## config.mk

```make
export PLATFORM = sky130hd
export DESIGN_NAME = gb_timer
export DESIGN_NICKNAME = d
export VERILOG_FILES = /design/src/rtl/gb_pkg.sv /design/src/rtl/gb_timer.sv
export SDC_FILE = /design/constraint.sdc
export NUM_CORES = 1
export LEC_CHECK = 0
export ABC_AREA = 1
export CAP_MARGIN = 15
export CORE_MARGIN = 5
export CORE_UTILIZATION = 55
export CTS_BUF_LIST = sky130_fd_sc_hd__clkbuf_4 sky130_fd_sc_hd__clkbuf_8
export DETAILED_ROUTE_END_ITERATION = 8
export GPL_TIMING_DRIVEN = 0
export HOLD_SLACK_MARGIN = 0.12
export PLACE_DENSITY_LB_ADDON = 0.15
export SETUP_SLACK_MARGIN = 0.1
export SYNTH_ARGS = -nofsm -noshare
export SYNTH_HDL_FRONTEND = slang
export SYNTH_SLANG_ARGS = --single-unit
export TNS_END_PERCENT = 20
```

## constraint.sdc

```tcl
create_clock -name clk -period 5 [get_ports clk]
set_input_delay 1.5 -clock clk [delete_from_list [all_inputs] [get_ports clk]]
set_output_delay 1.5 -clock clk [all_outputs]
set_load 0.1 [all_outputs]
```

## src/rtl/gb_pkg.sv

```systemverilog
// Shared constants for the DMG timer/divider: register map, TIMA clock-source
// selection and the interrupt-controller bit this block drives.
package gb_pkg;
    localparam logic [15:0] ADDR_DIV  = 16'hFF04;
    localparam logic [15:0] ADDR_TIMA = 16'hFF05;
    localparam logic [15:0] ADDR_TMA  = 16'hFF06;
    localparam logic [15:0] ADDR_TAC  = 16'hFF07;

    localparam int IRQ_TIMER_BIT = 2;

    // TAC[1:0] picks the system-counter bit whose falling edge clocks TIMA; TAC[2] gates it.
    function automatic logic timer_in(input logic [2:0] tac, input logic [15:0] cnt);
        logic b;
        case (tac[1:0])
            2'b00:   b = cnt[9];
            2'b01:   b = cnt[3];
            2'b10:   b = cnt[5];
            default: b = cnt[7];
        endcase
        return tac[2] & b;
    endfunction
endpackage

```

## src/rtl/gb_timer.sv

```systemverilog
// DMG timer/divider at FF04-FF07: free-running system counter, TIMA clocked by a
// falling edge of a selected counter bit, delayed TMA reload and timer IRQ pulse.
module gb_timer
    import gb_pkg::*;
#(
    parameter int TICK_DIV = 1
) (
    input  logic        clk,
    input  logic        rst_n,
    input  logic [15:0] A,
    input  logic [7:0]  Di,
    output logic [7:0]  Do,
    input  logic        cs,
    input  logic        wr,
    input  logic        rd,
    output logic        irq_timer
);
    localparam int            PW      = (TICK_DIV > 1) ? $clog2(TICK_DIV) : 1;
    localparam logic [PW-1:0] PS_LAST = PW'(TICK_DIV - 1);
    localparam logic [0:0]    ST_RUN    = 1'b0;
    localparam logic [0:0]    ST_RELOAD = 1'b1;

    logic [PW-1:0] ps_q, ps_d;
    logic [15:0]   cnt_q, cnt_d;
    logic [7:0]    tima_q, tima_d;
    logic [7:0]    tma_q, tma_d;
    logic [2:0]    tac_q, tac_d;
    logic [0:0]    state_q, state_d;
    logic [1:0]    rcnt_q, rcnt_d;
    logic          irq_q, irq_d;
    logic          inc_prev_q;
    logic          wr_prev_q;

    logic tick, wr_act, commit, inc_now, inc_fall;

    assign tick   = (ps_q == PS_LAST);
    assign wr_act = cs & wr;
    assign commit = wr_act & ~wr_prev_q;

    always_comb begin
        ps_d  = tick ? '0 : ps_q + PW'(1);
        cnt_d = tick ? cnt_q + 16'd1 : cnt_q;
        tma_d = tma_q;
        tac_d = tac_q;
        if (commit) begin
            case (A)
                ADDR_DIV: begin
                    cnt_d = '0;
                    ps_d  = '0;
                end
                ADDR_TMA: tma_d = Di;
                ADDR_TAC: tac_d = Di[2:0];
                default: ;
            endcase
        end
    end

    // Edge is taken on the next-state input so DIV/TAC writes glitch TIMA in the same clk.
    assign inc_now  = timer_in(tac_d, cnt_d);
    assign inc_fall = inc_prev_q & ~inc_now;

    always_comb begin
        tima_d  = tima_q;
        state_d = state_q;
        rcnt_d  = rcnt_q;
        irq_d   = 1'b0;
        if (commit && (A == ADDR_TIMA)) begin
            tima_d  = Di;
            state_d = ST_RUN;
        end else if ((state_q == ST_RELOAD) && tick && (rcnt_q == 2'd3)) begin
            tima_d  = tma_d;
            irq_d   = 1'b1;
            state_d = ST_RUN;
        end else begin
            if ((state_q == ST_RELOAD) && tick) rcnt_d = rcnt_q + 2'd1;
            if (inc_fall) begin
                if ((state_q == ST_RUN) && (tima_q == 8'hFF)) begin
                    tima_d  = '0;
                    rcnt_d  = '0;
                    state_d = ST_RELOAD;
                end else begin
                    tima_d = tima_q + 8'd1;
                end
            end
        end
    end

    always_ff @(posedge clk or negedge rst_n) begin
        if (!rst_n) begin
            ps_q       <= '0;
            cnt_q      <= '0;
            tima_q     <= '0;
            tma_q      <= '0;
            tac_q      <= '0;
            state_q    <= ST_RUN;
            rcnt_q     <= '0;
            irq_q      <= 1'b0;
            inc_prev_q <= 1'b0;
            wr_prev_q  <= 1'b0;
        end else begin
            ps_q       <= ps_d;
            cnt_q      <= cnt_d;
            tima_q     <= tima_d;
            tma_q      <= tma_d;
            tac_q      <= tac_d;
            state_q    <= state_d;
            rcnt_q     <= rcnt_d;
            irq_q      <= irq_d;
            inc_prev_q <= inc_now;
            wr_prev_q  <= wr_act;
        end
    end

    always_comb begin
        Do = 8'h00;
        if (cs & rd) begin
            case (A)
                ADDR_DIV:  Do = cnt_q[15:8];
                ADDR_TIMA: Do = tima_q;
                ADDR_TMA:  Do = tma_q;
                ADDR_TAC:  Do = {5'b11111, tac_q};
                default:   Do = 8'h00;
            endcase
        end
    end

    assign irq_timer = irq_q;
endmodule

```

### Signal wires on met3, run 1

Bar = 20 um. Cells faint in the background.
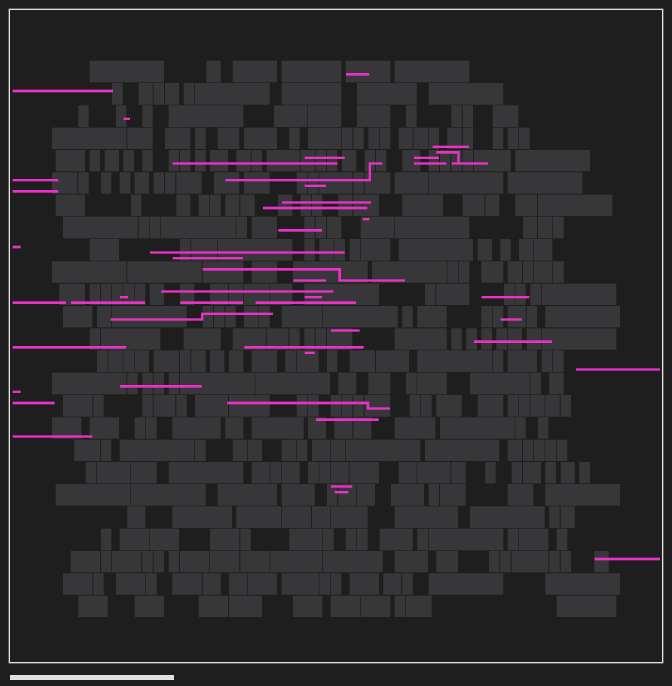
37 nets have wire on it. The wires run mostly horizontal.
final WL: 6.438 mm
overall via count from detail_route: 2,431
global routing usage on met3: 0.02822

### Routing congestion, run 1

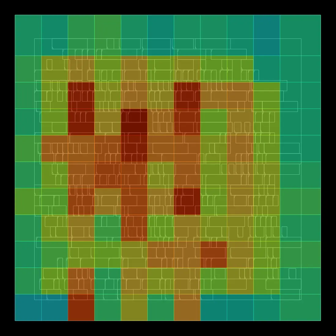
highest-utilization routing layer at the global route stage: met2
Core Util, Final: 0.7226
met1 Resource Use GR: 0.2769

==> run notes, run 1 <==
run metrics: NumNets Final 422, most numerous cell on the critical path sky130_fd_sc_hd__nor2_4, I/O pin count 38, initial cell density of the core 0.5640, post-synthesis instance area 2664 um^2, clock tree root buffer cell sky130_fd_sc_hd__clkbuf_8, dominant kind of cell by area combinational gates, Post-CTS Hold Buffers 0, clock sink count 41, dominant logic cell types in the final layout sky130_fd_sc_hd__nand2_1 (76), sky130_fd_sc_hd__inv_1 (42), sky130_fd_sc_hd__dfrtp_1 (41), Final Hold Slack 481.5 ps, leading cell type by number of instances after synthesis sky130_fd_sc_hd__nand2_1, detailed-placement wirelength estimate 4.696 mm, post-synthesis sequential area ratio 0.3852, number of nets at floorplan 372, result of the run completed, number of global-route vias before repair 2,348, number of warnings reported in the yosys synthesis log 0, Main synth FF type sky130_fd_sc_hd__dfrtp_1, Max rail drop VDD 0.1592 mV, Max Clock Freq 0.2072 GHz, Pre-antenna DRT Iters 4, largest net degree at the start of global routing 30, full die area 6335 um^2, count of inverters not on the clock network in the layout 52, static leakage 1.681 nW, Max stage delay on crit path 460 ps, count of multi-input combinational gates 244, first-pass GRT wire length 10.61 mm, routability cong. 0.8352, Antenna Diode Count 0, cell total in the yosys stat output 340
### Clock network drawn from the DEF, run 1

Bar = 20 um.
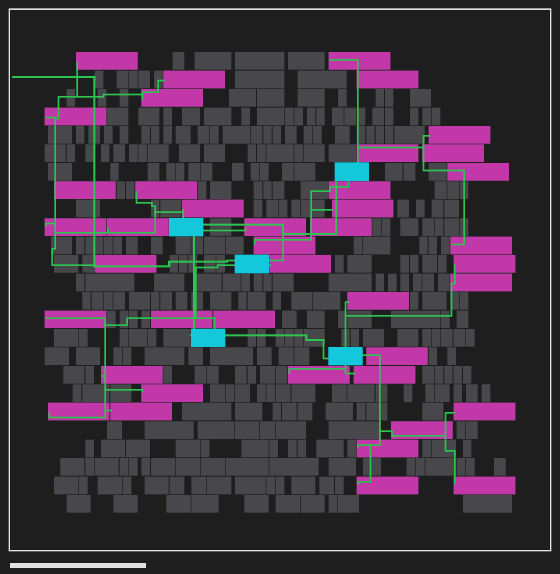
Key: clock drivers = cyan [count 5]; flip-flops = magenta [count 41]; clock wires = green [length 507 um]
There are 6 routed clock nets.
portion of total power attributed to the clock network: 0.330
final clock skew: 5.104 ps
P_clk: 0.200 mW
clk ins delay skew pair: 290 ps

### Signal wires on met2, run 1

Cells faint in the background.
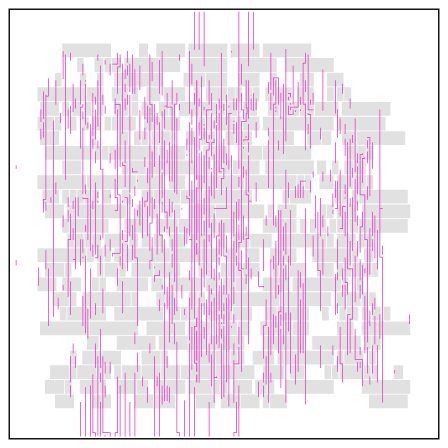
The layer holds 50% of the routed length. The wires run mostly vertical. 344 nets have wire on it. The layer carries 3,250 um of wire.
met2 demand-to-capacity share in global routing: 0.3656

[run 1: flip-flops by register name, indices dropped and copies added (netlist names)]
name and cells:
cnt_q 16, inc_prev_q 1, irq_timer 1, rcnt_q 2, state_q 1, tac_q 3
tima_q 8, tma_q 8, wr_prev_q 1
[run 1: final timing paths]
kind                                  startpoint               endpoint  slack [ps]  cells after the start
setup / recovery                            A[0]                  Do[6]         170                     13
hold / removal                cnt_q[0]$_DFF_PN0_     cnt_q[0]$_DFF_PN0_         480                      1
setup reg to reg           tima_q[0]$_DFFE_PN0P_  tima_q[0]$_DFFE_PN0P_        2920                     11
hold reg to reg               cnt_q[0]$_DFF_PN0_     cnt_q[0]$_DFF_PN0_         480                      1
max in group asynchronous                  rst_n    irq_timer$_DFF_PN0_        3460                      2
min in group asynchronous                  rst_n     cnt_q[2]$_DFF_PN0_        1090                      1
[run 1: per-layer routing]
layer | vias to the layer above | wire length [um] | global-route usage | share of wire
li1 | 1211 | - | - | -
met1 | 1125 | 2723 | 0.2769 | 0.42
met2 | 87 | 3250 | 0.3656 | 0.50
met3 | 8 | 381 | 0.02822 | 0.059
met4 | 0 | 83 | 0.07904 | 0.013
met5 | - | 0 | 0 | 0
[run 1: kinds of logic (layout without fill, tap and decap cells)]
logic type | count (synthesis) | count (layout) | share of synthesized area
AND/OR/NAND/NOR | 188 | 188 | 0.3659
adder cells (fa/ha/maj) | 3 | 3 | 0.01409
buffers and inverters | 55 | 104 | 0.08736
AND-OR/OR-AND | 46 | 46 | 0.1245
XOR/XNOR | 7 | 7 | 0.02302
flip-flops | 41 | 41 | 0.3852
[run 1: what timing repair did]
item	4_1_cts	5_1_grt
setup buffers	0	5
endpoints found under the hold margin	0	0
endpoints found under the setup margin	8	8
pin swaps	0	5
gates resized	59	36
--- run 2 (diff from run 1) ---
ABC_CLOCK_PERIOD_IN_PS = 5000   (was not set)
CORE_UTILIZATION = 60   (was 55)
==> run 2 against run 1 <==
  * Wire length up 8.4%
  * Area after synthesis is the same
  * Clock-buffer cell count is 2 higher
  * Combinational power about the same
  * Clock skew grew 5.6 ps
  * Sequential share of layout area is 0.077 points higher
  * First-iteration DRC count rose by 34%
  * Synthesized cell count did not move
  * Worst setup slack worse by 130 ps
  * Worst hold slack better by 15 ps
  * Critical endpoint is now Do[3]
  * Largest cell class unchanged
  * Largest power group unchanged
==> run notes, run 2 <==
run metrics: result of the run completed, post-synthesis sequential area ratio 0.3852 (unchanged), number of nets at floorplan 372 (unchanged), clock tree root buffer cell sky130_fd_sc_hd__clkbuf_8, Final Hold Slack 496.9 ps (+15.40 ps), Regs by FF count cnt_q: 16 flops, tima_q: 8 flops, tma_q: 8 flops, routability cong. 0.8437 (+1.0%), portion of total power attributed to the clock network 0.414 (+0.084), post-synthesis adder-cell area fraction 0.01409 (unchanged), number of cell instances on the worst register-to-register path 11 (unchanged), count of inverters not on the clock network in the layout 52 (unchanged), initial cell density of the core 0.6160 (+0.05206), number of flip-flops in the largest register 16 (unchanged), area share of xor/xnor cells in the synthesized design 0.02302 (unchanged), yosys simple share 0.3659 (unchanged), AND-OR/OR-AND Cells, Area Fraction 0.1245 (unchanged), count of multi-input combinational gates 244 (unchanged), most numerous cell on the critical path sky130_fd_sc_hd__nor2_4, dominant logic cell types in the final layout sky130_fd_sc_hd__nand2_1 (76), sky130_fd_sc_hd__inv_1 (42), sky130_fd_sc_hd__dfrtp_1 (41), Max rail drop VDD 0.1165 mV (-27%), first-pass GRT wire length 10.75 mm (+1.4%), Max stage delay on crit path 510 ps (+50 ps), Main synth FF type sky130_fd_sc_hd__dfrtp_1, final clock skew 10.69 ps (+5.584 ps), number of global-route vias before repair 2,298 (-2.1%), largest reg by FF count cnt_q, number of warnings reported in the yosys synthesis log 0 (unchanged), I/O pin count 38 (unchanged), detailed-placement wirelength estimate 4.775 mm (+1.7%), post-synthesis instance area 2664 um^2 (unchanged), clk ins delay skew pair 300 ps (about the same), Core Util, Final 0.7873 (+0.06468), full die area 5872 um^2 (-7.3%), Antenna Diode Count 0 (unchanged), P_clk 0.287 mW (+43%), dominant kind of cell by area combinational gates, Max Clock Freq 0.2020 GHz (-2.5%), largest net degree at the start of global routing 30 (unchanged)
[run 2: cell counts after synthesis]
Identical to the previous run, type by type.
[run 2: final timing paths]
kind,start,slack [ps],end
setup / recovery,A[2],50,Do[3]
max in group asynchronous,rst_n,3460,tac_q[1]$_DFF_PN0_
setup reg to reg,tima_q[0]$_DFFE_PN0P_,2940,tima_q[0]$_DFFE_PN0P_
hold reg to reg,cnt_q[0]$_DFF_PN0_,500,cnt_q[0]$_DFF_PN0_
hold / removal,cnt_q[0]$_DFF_PN0_,500,cnt_q[0]$_DFF_PN0_
min in group asynchronous,rst_n,1080,cnt_q[2]$_DFF_PN0_
[run 2: metrics by stage]
step | cell area (um^2) | TNS, ps
after floorplan | 2664 | -1657
after detailed placement | 3114 | -7145
final | 3405 | 0
after CTS | 3266 | 0
after global routing | 3405 | -124.5
after global placement | 3099 | -6806
[run 2: logic make-up after synthesis]
| logic type | Yosys count |
|---|---|
| flops | 41 |
| xor+xnor | 7 |
| compound gates | 46 |
| buf+inv | 55 |
| fa+ha+maj | 3 |
| simple gates | 188 |
[run 2: per-layer routing]
metal,vias to the layer above,share of wire,global-route usage
met2,109,0.50,0.3699
met3,33,0.065,0.04728
met1,1197,0.40,0.3024
li1,1205,-,-
met5,-,0,0
met4,0,0.036,0.08392
[run 2: what timing repair did]
action | CTS | global route
gates cloned | 0 | 0
resized | 61 | 29
buffers inserted | 0 | 3
setup endpoints to repair | 8 | 8
pin swaps | 0 | 4
[run 2: worst max-delay path: cells and delay by family]
kind | cells | cell delay [ps]
AND/OR/NAND/NOR | 7 | 990
buffers and inverters | 4 | 940
### Signal wires on met2, run 2

Cells faint in the background.
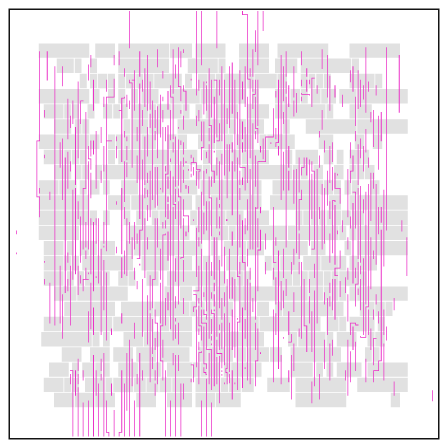
The layer holds 50% of the routed length. The layer carries 3,500 um of wire. The longest straight run is 46.2 um. 350 nets have wire on it. The wires run mostly vertical.
met2 demand-to-capacity share in global routing: 0.3699
final WL: 6.979 mm
overall via count from detail_route: 2,544

### Signal wires on met3, run 2

Bar = 20 um. Cells faint in the background.
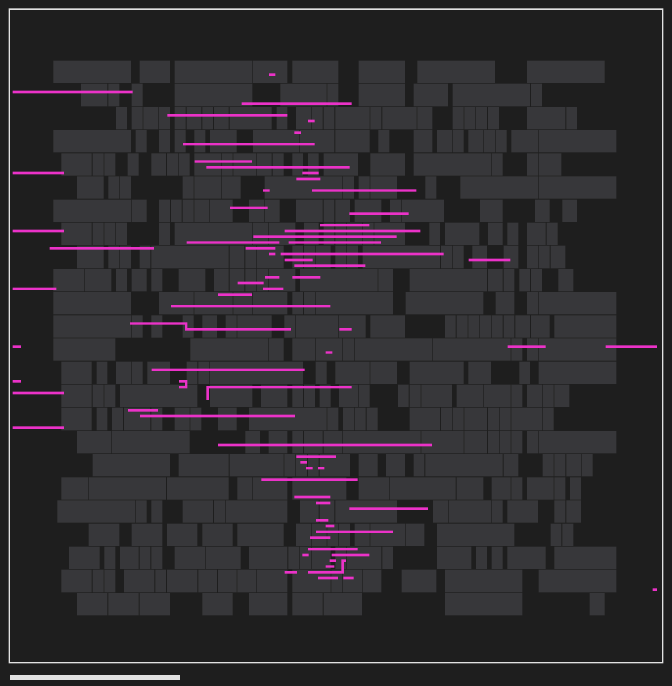
The layer holds 6.5% of the routed length. 51 nets have wire on it. The longest straight run is 24.8 um.
global routing usage on met3: 0.04728

Power figures rest on the tool's default switching activity, not on a simulated workload.
